clock_nets.png
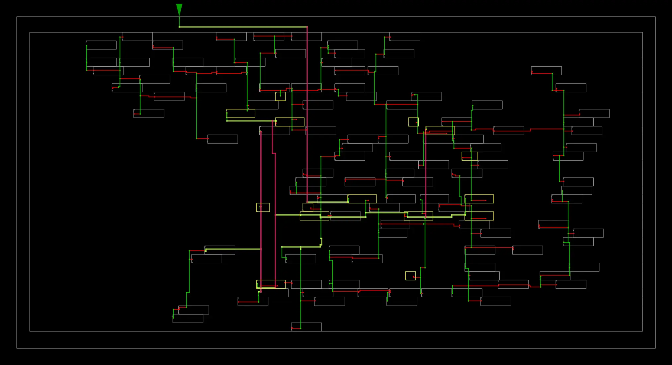
util_map.png
Scale: 2 px per um. 20 x 11 tiles, from dark purple (low) to yellow (high), 0 to 100% covered.
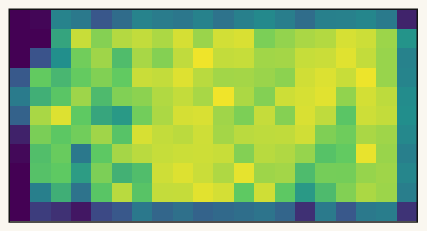
ff_map.png
Scale: 2 px per um. Other sequential cells in the stronger gray, the rest of the logic in the fainter gray.
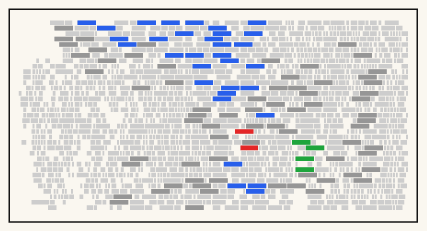
$ cat src/rtl/mem_bus_pkg.sv
// Shared types and the default four-region memory map for the data-port bus decoder.
// Region order is RAM, UART, GPIO, ROM; region 0 sits in the low bits of each packed map.
package mem_bus_pkg;

   typedef enum logic [1:0] {
      StIdle,
      StAccess,
      StResp
   } bus_state_e;

   localparam logic [31:0] RAM_BASE   = 32'h7FFF_EEFC;
   localparam logic [31:0] RAM_LIMIT  = 32'h7FFF_FFFF;
   localparam logic [31:0] UART_BASE  = 32'h1001_002C;
   localparam logic [31:0] UART_LIMIT = 32'h1001_003F;
   localparam logic [31:0] GPIO_BASE  = 32'h1001_0024;
   localparam logic [31:0] GPIO_LIMIT = 32'h1001_002B;
   localparam logic [31:0] ROM_BASE   = 32'h0040_0000;
   localparam logic [31:0] ROM_LIMIT  = 32'h004F_FFFF;

   localparam logic [127:0] DEFAULT_REGION_BASE  = {ROM_BASE, GPIO_BASE, UART_BASE, RAM_BASE};
   localparam logic [127:0] DEFAULT_REGION_LIMIT = {ROM_LIMIT, GPIO_LIMIT, UART_LIMIT, RAM_LIMIT};

   // Width of a region index; kept at least 1 so a single-region map still has a legal type.
   function automatic int unsigned idx_width(input int unsigned num_slaves);
      return (num_slaves > 1) ? $clog2(num_slaves) : 1;
   endfunction

endpackage

$ cat src/rtl/mem_region_decode.sv
// Combinational address decoder: matches an address against the packed base/limit windows,
// returning the winning region, its region-relative offset and whether it is read-only.
module mem_region_decode
   import mem_bus_pkg::*;
#(
   parameter int unsigned ADDR_WIDTH = 32,
   parameter int unsigned NUM_SLAVES = 4,
   parameter int unsigned IDX_W = idx_width(NUM_SLAVES),
   parameter logic [NUM_SLAVES*ADDR_WIDTH-1:0] REGION_BASE = DEFAULT_REGION_BASE,
   parameter logic [NUM_SLAVES*ADDR_WIDTH-1:0] REGION_LIMIT = DEFAULT_REGION_LIMIT,
   parameter logic [NUM_SLAVES-1:0] READ_ONLY = '0
) (
   input  logic [ADDR_WIDTH-1:0] addr,
   output logic                  hit,
   output logic [IDX_W-1:0]      hit_idx,
   output logic [ADDR_WIDTH-1:0] offset,
   output logic                  ro_hit
);

   logic [ADDR_WIDTH-1:0] base;
   logic [ADDR_WIDTH-1:0] limit;

   // Scan from the top down so the lowest matching index is the one left standing.
   always_comb begin
      hit     = 1'b0;
      hit_idx = '0;
      offset  = '0;
      ro_hit  = 1'b0;
      base    = '0;
      limit   = '0;
      for (int i = NUM_SLAVES - 1; i >= 0; i--) begin
         base  = REGION_BASE[i*ADDR_WIDTH +: ADDR_WIDTH];
         limit = REGION_LIMIT[i*ADDR_WIDTH +: ADDR_WIDTH];
         if ((addr >= base) && (addr <= limit)) begin
            hit     = 1'b1;
            hit_idx = i[IDX_W-1:0];
            offset  = addr - base;
            ro_hit  = READ_ONLY[i];
         end
      end
   end

endmodule

$ cat src/rtl/mem_bus_decoder.sv
// Registered memory-map decoder between the core data port and NUM_SLAVES slaves:
// one request in flight, wait states with timeout, error on unmapped or read-only writes.
module mem_bus_decoder
   import mem_bus_pkg::*;
#(
   parameter int unsigned DATA_WIDTH = 32,
   parameter int unsigned ADDR_WIDTH = 32,
   parameter int unsigned NUM_SLAVES = 4,
   parameter logic [NUM_SLAVES*ADDR_WIDTH-1:0] REGION_BASE = DEFAULT_REGION_BASE,
   parameter logic [NUM_SLAVES*ADDR_WIDTH-1:0] REGION_LIMIT = DEFAULT_REGION_LIMIT,
   parameter logic [NUM_SLAVES-1:0] READ_ONLY = '0,
   parameter int unsigned TIMEOUT_CYCLES = 16
) (
   input  logic                             clk,
   input  logic                             reset,
   input  logic                             m_valid,
   output logic                             m_ready,
   input  logic                             m_wr,
   input  logic [ADDR_WIDTH-1:0]            m_addr,
   input  logic [DATA_WIDTH-1:0]            m_wdata,
   output logic                             m_rvalid,
   output logic [DATA_WIDTH-1:0]            m_rdata,
   output logic                             m_err,
   output logic [NUM_SLAVES-1:0]            s_sel,
   output logic                             s_wr,
   output logic [ADDR_WIDTH-1:0]            s_addr,
   output logic [DATA_WIDTH-1:0]            s_wdata,
   input  logic [NUM_SLAVES-1:0]            s_ready,
   input  logic [NUM_SLAVES*DATA_WIDTH-1:0] s_rdata
);

   localparam int unsigned IDX_W = idx_width(NUM_SLAVES);
   localparam int unsigned CNT_W = $clog2(TIMEOUT_CYCLES);
   localparam logic [CNT_W-1:0] CNT_MAX = CNT_W'(TIMEOUT_CYCLES - 1);

   bus_state_e state_q, state_d;
   logic [NUM_SLAVES-1:0] sel_q, sel_d;
   logic                  wr_q, wr_d;
   logic [ADDR_WIDTH-1:0] addr_q, addr_d;
   logic [DATA_WIDTH-1:0] wdata_q, wdata_d;
   logic [DATA_WIDTH-1:0] rdata_q, rdata_d;
   logic                  err_q, err_d;
   logic [CNT_W-1:0]      cnt_q, cnt_d;

   logic                  dec_hit;
   logic [IDX_W-1:0]      dec_idx;
   logic [ADDR_WIDTH-1:0] dec_offset;
   logic                  dec_ro;
   logic                  sel_ready;
   logic [DATA_WIDTH-1:0] sel_rdata;

   mem_region_decode #(
      .ADDR_WIDTH  (ADDR_WIDTH),
      .NUM_SLAVES  (NUM_SLAVES),
      .IDX_W       (IDX_W),
      .REGION_BASE (REGION_BASE),
      .REGION_LIMIT(REGION_LIMIT),
      .READ_ONLY   (READ_ONLY)
   ) u_decode (
      .addr   (m_addr),
      .hit    (dec_hit),
      .hit_idx(dec_idx),
      .offset (dec_offset),
      .ro_hit (dec_ro)
   );

   // The one-hot select doubles as the response mux control and masks foreign ready bits.
   always_comb begin
      sel_rdata = '0;
      for (int i = 0; i < NUM_SLAVES; i++) begin
         if (sel_q[i]) begin
            sel_rdata = s_rdata[i*DATA_WIDTH +: DATA_WIDTH];
         end
      end
      sel_ready = |(s_ready & sel_q);
   end

   always_comb begin
      state_d = state_q;
      sel_d   = sel_q;
      wr_d    = wr_q;
      addr_d  = addr_q;
      wdata_d = wdata_q;
      rdata_d = rdata_q;
      err_d   = err_q;
      cnt_d   = cnt_q;
      unique case (state_q)
         StIdle: begin
            if (m_valid) begin
               addr_d  = dec_offset;
               wdata_d = m_wdata;
               if (!dec_hit || (m_wr && dec_ro)) begin
                  state_d = StResp;
                  err_d   = 1'b1;
                  rdata_d = '0;
               end else begin
                  state_d = StAccess;
                  wr_d    = m_wr;
                  cnt_d   = '0;
                  for (int i = 0; i < NUM_SLAVES; i++) begin
                     sel_d[i] = (dec_idx == IDX_W'(i));
                  end
               end
            end
         end
         StAccess: begin
            if (sel_ready) begin
               state_d = StResp;
               err_d   = 1'b0;
               rdata_d = wr_q ? '0 : sel_rdata;
               sel_d   = '0;
               wr_d    = 1'b0;
            end else if (cnt_q == CNT_MAX) begin
               state_d = StResp;
               err_d   = 1'b1;
               rdata_d = '0;
               sel_d   = '0;
               wr_d    = 1'b0;
            end else begin
               cnt_d = cnt_q + 1'b1;
            end
         end
         StResp: begin
            state_d = StIdle;
         end
         default: begin
            state_d = StIdle;
         end
      endcase
   end

   always_ff @(posedge clk or negedge reset) begin
      if (!reset) begin
         state_q <= StIdle;
         sel_q   <= '0;
         wr_q    <= 1'b0;
         addr_q  <= '0;
         wdata_q <= '0;
         rdata_q <= '0;
         err_q   <= 1'b0;
         cnt_q   <= '0;
      end else begin
         state_q <= state_d;
         sel_q   <= sel_d;
         wr_q    <= wr_d;
         addr_q  <= addr_d;
         wdata_q <= wdata_d;
         rdata_q <= rdata_d;
         err_q   <= err_d;
         cnt_q   <= cnt_d;
      end
   end

   assign m_ready  = (state_q == StIdle);
   assign m_rvalid = (state_q == StResp);
   assign m_rdata  = rdata_q;
   assign m_err    = err_q;
   assign s_sel    = sel_q;
   assign s_wr     = wr_q;
   assign s_addr   = addr_q;
   assign s_wdata  = wdata_q;

endmodule

$ cat config.mk
export PLATFORM = sky130hd
export DESIGN_NAME = mem_bus_decoder
export DESIGN_NICKNAME = d
export VERILOG_FILES = /design/src/rtl/mem_bus_pkg.sv /design/src/rtl/mem_region_decode.sv /design/src/rtl/mem_bus_decoder.sv
export SDC_FILE = /design/constraint.sdc
export NUM_CORES = 1
export LEC_CHECK = 0
export ABC_AREA = 1
export CAP_MARGIN = 20
export CORE_ASPECT_RATIO = 0.5
export CORE_MARGIN = 4
export CORE_UTILIZATION = 41
export DETAILED_ROUTE_END_ITERATION = 10
export HOLD_SLACK_MARGIN = 0.05
export PLACE_DENSITY = 0.84
export SLEW_MARGIN = 10
export SYNTH_ARGS = -nofsm -noshare
export SYNTH_HDL_FRONTEND = slang
export SYNTH_HIERARCHICAL = 1
export SYNTH_SLANG_ARGS = --single-unit
$ cat constraint.sdc
create_clock -name clk -period 1.3 [get_ports clk]
set_clock_uncertainty 0.1 [all_clocks]
set_input_delay 0.39 -clock clk [delete_from_list [all_inputs] [get_ports clk]]
set_output_delay 0.39 -clock clk [all_outputs]
set_load 0.1 [all_outputs]
==> results_slide.txt <==
Synthesis and Place & Route Summary

Critical path
  • R2R setup slack: -330 ps
  • Critical Path End Type: register
  • FF-to-FF Start: cnt_q[0]$_DFFE_PN0P_
  • Slowest cell on crit path: a21oi_4
  • Startpoint class of the critical path: primary input
  • Crit path to: s_sel[2]$_DFFE_PN0P_

GRT
  • Vias in the first global route: 9712
  • Total GRT Usage: 0.302
  • Initial antenna violation count: 0
  • GRT Residual Overflow: 0

Floorplanning
  • Die W: 203 um
  • Die ar.: between 20000 and 25000 um2
  • Io pins: approximately 300

Outcome
  • Status: finished with violations
  • Violated checks: negative setup slack

Clocking
  • CTS Sinks: 108
  • CTS max path bufs: 2
  • Root buf cell: clkbuf_16

Placed design
  • Hpwl dp: 25.6 mm
  • IO buf count: between 300 and 400

Drt
  • # DRC: 0
  • Final ANT Viol Nets: 0

Timing
  • Fin worst setup slack: -1030 ps
  • Final Hold Viols: 0
  • Final setup violation count: 212

Synth
  • Main flop type: dfrtp_1
  • Adder share: 0.0160
  • Dominant cell type by area after synthesis: dfrtp_1
  • Cell Type Count: 37
  • Simple share: 0.379
  • Top post-synthesis cells by area: dfrtp_1 (35%), nand2_1 (19%), mux2_2 (8.2%)
  • Top comb family, area: simple AND/OR/NAND/NOR gates
  • Synthesized cell area: approximately 7800 um2
  • Yosys xor share: 0.0101
  • Post-synth regs: 108
  • Synth Instances: 1109
  • Yosys chip area: 7820 um2
  • Post-Syn Nets: 1319
  • Async SR Flop Fraction: 1.00
  • Flip-flops with a built-in enable: 0

Final layout
  • Layout cells sized above 1: 0.443
  • Final nets: between 1500 and 2000

Hold path
  • Hold/Removal Path Class: primary input to async pin

Pwr
  • Power, Total: about 0.018 W
-- clock_nets.png (at the start) --
# clk buffers: 10
Flop Count: 108

-- util_map.png (at the start) --
The fullest tile reaches 98%. The mean over all tiles is 69%. 3.6% of the tiles are nearly empty. The densest ninth of the die: middle. 58% of the tiles are over 75% full.
Placeable Area: 18600 um2
Initial Util: 0.421
fin util: 0.813

-- ff_map.png (at the start) --
Key: s_wdata = blue [placed flops 32]; s_sel = green [placed flops 4]; state_q = red [placed flops 2]
FF+latch area: 2830 um2
sequential cell area share: 0.188
sequential power: 0.00455 W

[repair_timing]
| action | 4_1_cts | 5_1_grt |
|---|---|---|
| hold buffers | 1 | 0 |
| resized | 226 | 57 |
| pin swaps | 31 | 19 |
| hold endpoints to repair | 39 | 0 |
| cloned | 4 | 3 |
| setup buffers | 24 | 50 |
| setup endpoints to repair | 212 | 212 |
[kinds of logic after synthesis]
group,count (synthesis)
DFF,108
buffers and inverters,157
muxes,64
AOI/OAI and AO/OA,83
other,1
and+or+nand+nor,677
adders and majority gates,10
xor gates and xnor gates,9
[where the power goes]
part           internal [W]  total, W  switching, W
Combinational       0.00428    0.0105       0.00625
Clock               0.00137   0.00274       0.00137
Sequential          0.00395   0.00455      0.000602
Total               0.00960    0.0178       0.00822
[through the flow]
| step | hold WS (ps) | utilization | TNS (ps) |
|---|---|---|---|
| after detailed placement | 141 | 0.727 | -154600 |
| after global routing | 335 | 0.813 | -99520 |
| after CTS | 317 | 0.778 | -84220 |
| after global placement | 140 | 0.727 | -148270 |
| after floorplan | -5.59 | - | -97670 |
| final | 319 | 0.813 | -89560 |
[flip-flops by register name (all words and copies together) (netlist names)]
signal / cells
s_wr: 1
s_wdata: 32
s_addr: 32
cnt_q: 4
m_err: 1
s_sel: 4
state_q: 2
m_rdata: 32
[cell type report]
cell class | instances | area [um2] | area share
tap | 259 | 324 | 0.0215
sequential | 108 | 2830 | 0.188
timing repair buffer | 547 | 6240 | 0.414
clock buffer | 10 | 239 | 0.0158
multi-input combinational | 845 | 4980 | 0.330
inverter | 106 | 419 | 0.0278
timing repair inverter | 1 | 8.76 | 0.000580
clock inverter | 5 | 46.3 | 0.00307
[metal layers]
metal | vias up | track usage | wire length [um]
met1 | 4788 | 0.378 | 13800
met2 | 622 | 0.544 | 18100
met5 | - | 0 | 0
met3 | 147 | 0.0433 | 3040
li1 | 4562 | - | -
met4 | 0 | 0.0928 | 1670
[synth_stat cells, types with 6 or more instances]
library cell,number
clkbuf_1,11
buf_6,14
ha_1,10
mux2_2,57
a21oi_1,69
nor3_1,17
nand2_1,389
dfrtp_1,108
nand3_1,127
mux2_4,7
nand4_1,11
xor2_1,7
nor2_1,97
nor2_2,6
inv_1,98
nor2_4,8
nand2_2,7
buf_2,22
inv_2,6
[worst min-delay path by stage]
stage	slack [ps]	to	depth (start not counted)
4_1_cts	320	m_rdata[25]$_DFFE_PN0P_	2
3_5_place_dp	140	m_rdata[25]$_DFFE_PN0P_	1
6_report	320	m_rdata[25]$_DFFE_PN0P_	2
3_3_place_gp	140	m_rdata[25]$_DFFE_PN0P_	1
2_1_floorplan	-6	cnt_q[0]$_DFFE_PN0P_	0
5_1_grt	330	m_rdata[25]$_DFFE_PN0P_	2
Power figures rest on the tool's default switching activity, not on a simulated workload.
